### Port wiring

The bar under the picture is 10 um long.
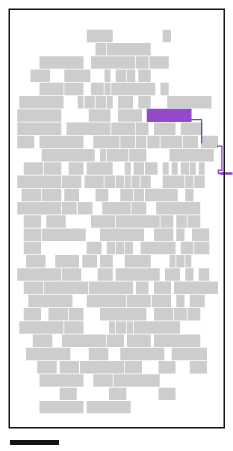
### Placed standard cells

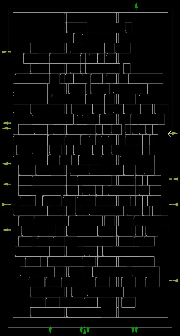
### config.mk
export PLATFORM = sky130hd
export DESIGN_NAME = uart_rx_ctrl_flat
export DESIGN_NICKNAME = d
export VERILOG_FILES = /design/src/rtl/uart_rx_pkg.sv /design/src/rtl/uart_rx_ctrl_if.sv /design/src/rtl/uart_rx_sampler.sv /design/src/rtl/uart_rx_ctrl.sv /design/src/flat_wrapper.sv
export SDC_FILE = /design/constraint.sdc
export NUM_CORES = 1
export LEC_CHECK = 0
export CORE_ASPECT_RATIO = 2
export CORE_UTILIZATION = 50
export CTS_CLUSTER_DIAMETER = 50
export CTS_CLUSTER_SIZE = 28
export DETAILED_ROUTE_END_ITERATION = 8
export GPL_ROUTABILITY_DRIVEN = 0
export PLACE_DENSITY = 0.76
export SYNTH_ARGS = -nofsm -noshare
export SYNTH_HDL_FRONTEND = slang
export SYNTH_HIERARCHICAL = 1
export SYNTH_SLANG_ARGS = --single-unit
### constraint.sdc
create_clock -name clk -period 2 [get_ports clk]
set_clock_uncertainty 0.05 [all_clocks]
set_input_delay 0.6 -clock clk [delete_from_list [all_inputs] [get_ports clk]]
set_output_delay 0.6 -clock clk [all_outputs]
set_load 0.01 [all_outputs]
### src/rtl/uart_rx_pkg.sv
// Shared types and constants for the UART receive path: FSM states,
// parity encodings and the mid-bit sample points derived from the oversample ratio.
package uart_rx_pkg;

   localparam int DEF_DATA_W = 8;
   localparam int DEF_OVS    = 16;

   localparam logic PAR_EVEN = 1'b0;
   localparam logic PAR_ODD  = 1'b1;

   typedef enum logic [2:0] {
      IDLE   = 3'd0,
      START  = 3'd1,
      DATA   = 3'd2,
      PARITY = 3'd3,
      STOP   = 3'd4
   } rx_state_t;

   // Three consecutive ticks centred on the bit middle feed the majority vote.
   function automatic int mid_lo(input int ovs);
      return ovs / 2 - 1;
   endfunction

   function automatic int mid(input int ovs);
      return ovs / 2;
   endfunction

   function automatic int mid_hi(input int ovs);
      return ovs / 2 + 1;
   endfunction

endpackage

### src/rtl/uart_rx_ctrl_if.sv
// Line-side inputs and consumer-side outputs of the UART receiver.
// The receiver takes the slave view; the line/consumer side takes the master view.
interface uart_rx_ctrl_if #(
   parameter int DATA_W = 8
);
   logic              rx_in;
   logic              par_en;
   logic              par_typ;
   logic [DATA_W-1:0] rx_data;
   logic              rx_valid;
   logic              par_err;
   logic              frm_err;
   logic              busy;

   modport master (
      output rx_in, par_en, par_typ,
      input  rx_data, rx_valid, par_err, frm_err, busy
   );

   modport slave (
      input  rx_in, par_en, par_typ,
      output rx_data, rx_valid, par_err, frm_err, busy
   );
endinterface

### src/rtl/uart_rx_sampler.sv
// Synchronizes rx_in, counts oversample ticks within a bit and majority-votes three mid-bit samples.
// rx_s lags rx_in by 2 clk; vote is valid on the OVS/2+1 tick; no backpressure (tick-paced).
module uart_rx_sampler
   import uart_rx_pkg::*;
#(
   parameter int OVS = DEF_OVS
) (
   input  logic clk,
   input  logic rst,
   input  logic tick,
   input  logic rx_in,
   input  logic cnt_clr,
   output logic rx_s,
   output logic bit_vote,
   output logic vote_strobe,
   output logic bit_end
);

   localparam int             TW     = $clog2(OVS);
   localparam logic [TW-1:0]  T_LO   = TW'(mid_lo(OVS));
   localparam logic [TW-1:0]  T_MID  = TW'(mid(OVS));
   localparam logic [TW-1:0]  T_HI   = TW'(mid_hi(OVS));
   localparam logic [TW-1:0]  T_LAST = TW'(OVS - 1);

   logic [1:0]    sync_q, sync_d;
   logic [TW-1:0] tick_cnt_q, tick_cnt_d;
   logic          s0_q, s0_d;
   logic          s1_q, s1_d;

   assign rx_s = sync_q[1];

   always_comb begin
      sync_d     = {sync_q[0], rx_in};
      tick_cnt_d = tick_cnt_q;
      s0_d       = s0_q;
      s1_d       = s1_q;
      if (tick) begin
         if (cnt_clr || tick_cnt_q == T_LAST) begin
            tick_cnt_d = '0;
         end else begin
            tick_cnt_d = tick_cnt_q + 1'b1;
         end
         if (tick_cnt_q == T_LO) begin
            s0_d = rx_s;
         end
         if (tick_cnt_q == T_MID) begin
            s1_d = rx_s;
         end
      end
   end

   // Third sample is the live rx_s, so the vote lands in the same cycle as that tick.
   assign bit_vote    = (s0_q & s1_q) | (s0_q & rx_s) | (s1_q & rx_s);
   assign vote_strobe = tick && (tick_cnt_q == T_HI);
   assign bit_end     = tick && (tick_cnt_q == T_LAST);

   always_ff @(posedge clk or negedge rst) begin
      if (!rst) begin
         sync_q     <= 2'b11;
         tick_cnt_q <= '0;
         s0_q       <= 1'b1;
         s1_q       <= 1'b1;
      end else begin
         sync_q     <= sync_d;
         tick_cnt_q <= tick_cnt_d;
         s0_q       <= s0_d;
         s1_q       <= s1_d;
      end
   end

endmodule

### src/rtl/uart_rx_ctrl.sv
// UART receive controller: start detect, LSB-first data capture, optional parity, stop check.
// Result pulses 1 clk after the stop-bit vote (~1+DATA_W+par_en+0.5 bits after start); no backpressure.
module uart_rx_ctrl
   import uart_rx_pkg::*;
#(
   parameter int DATA_W = DEF_DATA_W,
   parameter int OVS    = DEF_OVS
) (
   input  logic           clk,
   input  logic           rst,
   input  logic           tick,
   uart_rx_ctrl_if.slave  rxif
);

   localparam int            BW       = $clog2(DATA_W);
   localparam logic [BW-1:0] BIT_LAST = BW'(DATA_W - 1);

   rx_state_t         state_q, state_d;
   logic [DATA_W-1:0] shift_q, shift_d;
   logic [DATA_W-1:0] rx_data_q, rx_data_d;
   logic [BW-1:0]     bit_cnt_q, bit_cnt_d;
   logic              perr_q, perr_d;
   logic              par_en_q, par_en_d;
   logic              par_typ_q, par_typ_d;
   logic              rx_valid_q, rx_valid_d;
   logic              par_err_q, par_err_d;
   logic              frm_err_q, frm_err_d;

   logic rx_s;
   logic bit_vote;
   logic vote_strobe;
   logic bit_end;

   uart_rx_sampler #(
      .OVS (OVS)
   ) u_sampler (
      .clk         (clk),
      .rst         (rst),
      .tick        (tick),
      .rx_in       (rxif.rx_in),
      .cnt_clr     (state_q == IDLE),
      .rx_s        (rx_s),
      .bit_vote    (bit_vote),
      .vote_strobe (vote_strobe),
      .bit_end     (bit_end)
   );

   always_comb begin
      state_d    = state_q;
      shift_d    = shift_q;
      rx_data_d  = rx_data_q;
      bit_cnt_d  = bit_cnt_q;
      perr_d     = perr_q;
      par_en_d   = par_en_q;
      par_typ_d  = par_typ_q;
      rx_valid_d = 1'b0;
      par_err_d  = 1'b0;
      frm_err_d  = 1'b0;

      case (state_q)
         IDLE: begin
            // Frame config is frozen here so mid-frame changes cannot corrupt it.
            if (tick && !rx_s) begin
               state_d   = START;
               par_en_d  = rxif.par_en;
               par_typ_d = rxif.par_typ;
               perr_d    = 1'b0;
            end
         end
         START: begin
            if (vote_strobe && bit_vote) begin
               state_d = IDLE;
            end else if (bit_end) begin
               state_d   = DATA;
               bit_cnt_d = '0;
            end
         end
         DATA: begin
            if (vote_strobe) begin
               shift_d = {bit_vote, shift_q[DATA_W-1:1]};
            end
            if (bit_end) begin
               if (bit_cnt_q == BIT_LAST) begin
                  state_d = par_en_q ? PARITY : STOP;
               end else begin
                  bit_cnt_d = bit_cnt_q + 1'b1;
               end
            end
         end
         PARITY: begin
            if (vote_strobe) begin
               perr_d = bit_vote != ((^shift_q) ^ (par_typ_q == PAR_ODD));
            end
            if (bit_end) begin
               state_d = STOP;
            end
         end
         STOP: begin
            // Leave at the mid-bit vote so a following start edge is not missed.
            if (vote_strobe) begin
               state_d   = IDLE;
               rx_data_d = shift_q;
               if (!bit_vote) begin
                  frm_err_d = 1'b1;
               end else if (perr_q) begin
                  par_err_d = 1'b1;
               end else begin
                  rx_valid_d = 1'b1;
               end
            end
         end
         default: begin
            state_d = IDLE;
         end
      endcase
   end

   always_ff @(posedge clk or negedge rst) begin
      if (!rst) begin
         state_q    <= IDLE;
         shift_q    <= '0;
         rx_data_q  <= '0;
         bit_cnt_q  <= '0;
         perr_q     <= 1'b0;
         par_en_q   <= 1'b0;
         par_typ_q  <= PAR_EVEN;
         rx_valid_q <= 1'b0;
         par_err_q  <= 1'b0;
         frm_err_q  <= 1'b0;
      end else begin
         state_q    <= state_d;
         shift_q    <= shift_d;
         rx_data_q  <= rx_data_d;
         bit_cnt_q  <= bit_cnt_d;
         perr_q     <= perr_d;
         par_en_q   <= par_en_d;
         par_typ_q  <= par_typ_d;
         rx_valid_q <= rx_valid_d;
         par_err_q  <= par_err_d;
         frm_err_q  <= frm_err_d;
      end
   end

   assign rxif.rx_data  = rx_data_q;
   assign rxif.rx_valid = rx_valid_q;
   assign rxif.par_err  = par_err_q;
   assign rxif.frm_err  = frm_err_q;
   assign rxif.busy     = (state_q != IDLE);

endmodule

### src/flat_wrapper.sv
// flat-port wrapper written by rule: the top's interface ports become plain ports
module uart_rx_ctrl_flat import uart_rx_pkg::*;
#(
   parameter int DATA_W = DEF_DATA_W,
   parameter int OVS    = DEF_OVS
)
  (clk, rst, tick, rxif_rx_in, rxif_par_en, rxif_par_typ, rxif_rx_data, rxif_rx_valid, rxif_par_err, rxif_frm_err, rxif_busy);
  uart_rx_ctrl_if #(.DATA_W(DATA_W)) rxif_i ();
  input  logic clk;
  input  logic rst;
  input  logic tick;
  input wire logic [$bits(rxif_i.rx_in)-1:0] rxif_rx_in;
  input wire logic [$bits(rxif_i.par_en)-1:0] rxif_par_en;
  input wire logic [$bits(rxif_i.par_typ)-1:0] rxif_par_typ;
  output wire logic [$bits(rxif_i.rx_data)-1:0] rxif_rx_data;
  output wire logic [$bits(rxif_i.rx_valid)-1:0] rxif_rx_valid;
  output wire logic [$bits(rxif_i.par_err)-1:0] rxif_par_err;
  output wire logic [$bits(rxif_i.frm_err)-1:0] rxif_frm_err;
  output wire logic [$bits(rxif_i.busy)-1:0] rxif_busy;
  assign rxif_i.rx_in = rxif_rx_in;
  assign rxif_i.par_en = rxif_par_en;
  assign rxif_i.par_typ = rxif_par_typ;
  assign rxif_rx_data = rxif_i.rx_data;
  assign rxif_rx_valid = rxif_i.rx_valid;
  assign rxif_par_err = rxif_i.par_err;
  assign rxif_frm_err = rxif_i.frm_err;
  assign rxif_busy = rxif_i.busy;
  uart_rx_ctrl #(.DATA_W(DATA_W), .OVS(OVS)) u_core (.clk(clk), .rst(rst), .tick(tick), .rxif(rxif_i));
endmodule
==> notes.md <==
Reports from this run.

- The flow ran to the end, but the final reports show violations.
- The final reports fail on design-rule violations.
- The net count after synthesis is 149.
- The number of storage elements in the synthesis netlist reads 36.
- The worst-case headroom to the max-slew limit reads 74.5%.
- The final net count is 183.
- The most instantiated library cell after synthesis reads sky130_fd_sc_hd__dfrtp_1.
- The sequential group share of total power reads 40.9%.
- Entering global routing, the biggest net connects 31 pins.
- Summed over all layers, the global routing overflow is 0.
- For reference, the clock transition at the flip-flops on the worst setup and hold paths is 70 ps.
- The top cell type's share of synthesized area is 45.9%.
- Among all stages on the critical path, the maximum delay recorded is 420 ps.
- The met2 wire length is 2.14 mm.
- The initial utilization of the core area, before any placement, comes to 51.7%.
- Logic depth along the worst register-to-register path is recorded as 7.
- The time the worst path needs with I/O delays and setup reads 1940 ps.
- The stage-log warning count is 28.
- The global routing report lists met2 layer usage as 40.8%.
- The busiest layer in global routing is met2.
- Leaving out fill and tap cells, the most frequent cells in the layout are 32 x sky130_fd_sc_hd__dfrtp_1, 18 x sky130_fd_sc_hd__mux2_2, 15 x sky130_fd_sc_hd__clkdlybuf4s50_1.
- Setup repair after global routing left no endpoint under its margin.
- The fraction of power consumed by combinational cells is 28.5%.
- The number of buffers on the longest clock path reads 2.
- The part of the power in the clock network reads 30.6%.
- The clock tree from TritonCTS is done.
- From the final report, the count of setup violators was given as 0.
- The distinct cell type count after synthesis is 40.
- The top cell type in the final layout, fill and taps aside, is sky130_fd_sc_hd__dfrtp_1.
- The total DRC errors in the routed layout is 1.
- The source of the worst register-to-register timing path reads u_core/u_sampler/tick_cnt_q[0]$_DFFE_PN0P_.
- The height of the die reads 85.6 um.
- The number of rows created at floorplan reads 30.
- The completed layout was analyzed and its total power is 0.00226 W.
- STA classifies the critical path endpoint as a flip-flop.
- The count of hold buffers inserted by post-cts repair is 0.
- The data required time of the critical path is 2120 ps.
- The post-detailed-placement half-perimeter wirelength reads 2.52 mm.
- The count of warnings emitted by yosys is 6.
- For this run, the leading register cell type out of synthesis is sky130_fd_sc_hd__dfrtp_1.
- The end of the critical path is u_core/bit_cnt_q[0]$_DFFE_PN0P_.
- For the final routed database, the setup TNS stands at 0 ps.
- The max capacitance violation total is 0.
- The max-slew violation count is 0.
- The maximum level of the CTS H-tree is 2.
- The area figure in the yosys stat output is 1750 um^2.
- The internal power of the cells reads 0.00158 W.
- The sequential fraction of the synthesis area is 51.9%.
- The number of antenna violations at the first check in global routing is 0.
- The die is 43.8 um wide.
- The total wire length after detailed routing reads 3.68 mm.
- The count of clock tree sinks reads 36.
- Global routing consumed, on the met3 layer, 4.84% of the routing resources.
- The flow reports an fmax of 517 MHz.
- The clock network power consumption reads 0.000691 W.
- The met3 wire length is 108 um.
- Per the detail_route report, the via count comes to 1174.
- The leading area contributor after synthesis is sky130_fd_sc_hd__dfrtp_1.
- Counting flops with an async set or reset pin after synthesis yields a share of 100%.
- In the per-layer breakdown of the detailed-route log, met1 shows 1.29 mm.
- The power of the combinational group is 0.000642 W.
- The gate count of the mapped netlist is 138.
- The endpoint of the worst hold path is reported as u_core/u_sampler/sync_q[1]$_DFF_PN1_.
- The TritonCTS buffer count is 5.
- The global-route total usage across every layer is 22.5%.
- The library cell contributing the largest single delay on the critical path is sky130_fd_sc_hd__dfrtp_1.
- The data arrival time at the worst-slack endpoint reads 2050 ps.
- The via count of the first global-routing pass is 1298.
- Per the OpenROAD power report, leakage power amounts to 1.07 nW.
- OpenSTA lists the critical path startpoint as u_core/u_sampler/tick_cnt_q[0]$_DFFE_PN0P_.
- The final clock period utilization by the worst path reads 96.8%.
- STA classifies the critical path startpoint as a flip-flop.
- The core region is 3380 um^2.
- The type of the worst min-delay path reads reg2reg.
- The peak fanout along the critical path reads 4.
- The worst register-to-register path ends at u_core/bit_cnt_q[0]$_DFFE_PN0P_.
- The sequential power reported by the tool is 0.000923 W.
- For the worst min-delay path, the startpoint reported by OpenROAD is u_core/u_sampler/sync_q[0]$_DFF_PN1_.
- Of the cells placed in the final design, the portion with a size suffix greater than 1 is 35.8%.
- A synthesized cell averages 12.6 um^2.
- The met1 usage reads 22.5%.
- In this run, synthesis inferred 0 flip-flops with an integrated enable.
- The number of antenna diodes in the final layout is 0.
- The highest metal layer used by the detailed router reads met4.
- The detailed-route wire length per cell reads 17.9 um.
- The register-to-register path setup slack reads 60 ps.
- In this run the cell area of the synthesized design comes to 1750 um^2.
- The net switching power reads 0.000672 W.
- The initial DRC count is 47.
- The script computed a power per unit cell area of 1020 nW/um^2.
- The total cells reported by yosys after synthesis is 138.
- The pin slew with the least headroom to its limit reads 381 ps.
- The die covers 3750 um^2.
- The hold violation count in the final report is 0.
- The switching fraction of total power is 29.8%.
- The global-route wire length before repair is 6.02 mm.
- The latest clock arrival within the worst-skew pair reads 290 ps.
- The critical path class reads reg2reg.
- In the synthesized netlist, the cells that appear most often are 32 x sky130_fd_sc_hd__dfrtp_1, 20 x sky130_fd_sc_hd__mux2_2, 8 x sky130_fd_sc_hd__nand2_1, 8 x sky130_fd_sc_hd__o21ai_0.
- The group drawing the most power reads registers.
Notes on 'Port wiring' above:
- purple: rxif_frm_err (bits 1; direction output; edge east; end cells 1; buffers 1; wire 14.9 um)
ports placed on the boundary: 18
# port buffers: 17

Notes on 'Placed standard cells' above:
FILL cells: 267
total number of tap cells: 32

-- worst max-delay path, delay by kind of cell (launching register included) --
family                   cells  cell delay (ps)
buffers and inverters        1              160
AND/OR/NAND/NOR              2              350
AND-OR/OR-AND                1              170
multiplexers                 2              440
flip-flops                   1              420
adder cells (fa/ha/maj)      1              220
-- stage by stage --
stage | instances | setup slack (ps) | utilization, % | instance area (um^2) | hold slack, ps
6_report | 205 | 64.0 | 65.2 | 2200 | 311
5_1_grt | 205 | 19.3 | 65.2 | 2200 | 312
4_1_cts | 204 | 1.78 | 64.7 | 2190 | 312
3_5_place_dp | 195 | -391 | 60.3 | 2040 | 302
3_3_place_gp | 195 | -362 | 60.3 | 2040 | 298
2_1_floorplan | 138 | 75.9 | - | 1750 | 254
-- state kept, by name, indices dropped and copies added, names as in the netlist, 2 cells and up --
name,count
u_core/rxif.rx_data,8
u_core/shift_q,8
u_core/bit_cnt_q,3
u_core/u_sampler/sync_q,2
u_core/state_q,3
u_core/u_sampler/tick_cnt_q,4
-- kinds of logic (layout without fill, tap and decap cells) --
logic type,count (synthesis),after routing,synth area share [%]
AND/OR/NAND/NOR,41,41,15.5
AND-OR/OR-AND,15,15,5.16
flip-flops,36,36,51.9
XOR/XNOR,8,8,4.80
buffers and inverters,8,43,2.65
adder cells (fa/ha/maj),6,6,4.16
multiplexers,24,24,15.8
-- cell type report --
cell class	instances	area, um^2
Clock inverter	1	30.0
Inverter	3	12.5
Tap cell	32	40.0
Sequential cell	36	906
Timing Repair Buffer	32	297
Fill cell	267	1180
Clock buffer	7	96.3
Multi-Input combinational cell	94	821
-- what timing repair did --
item	CTS	global route
endpoints found under the hold margin	0	0
pin swaps	1	1
gates cloned	0	0
endpoints found under the setup margin	20	4
buffers inserted	1	1
gates resized	7	6
Power is estimated from default activity; no workload was simulated.
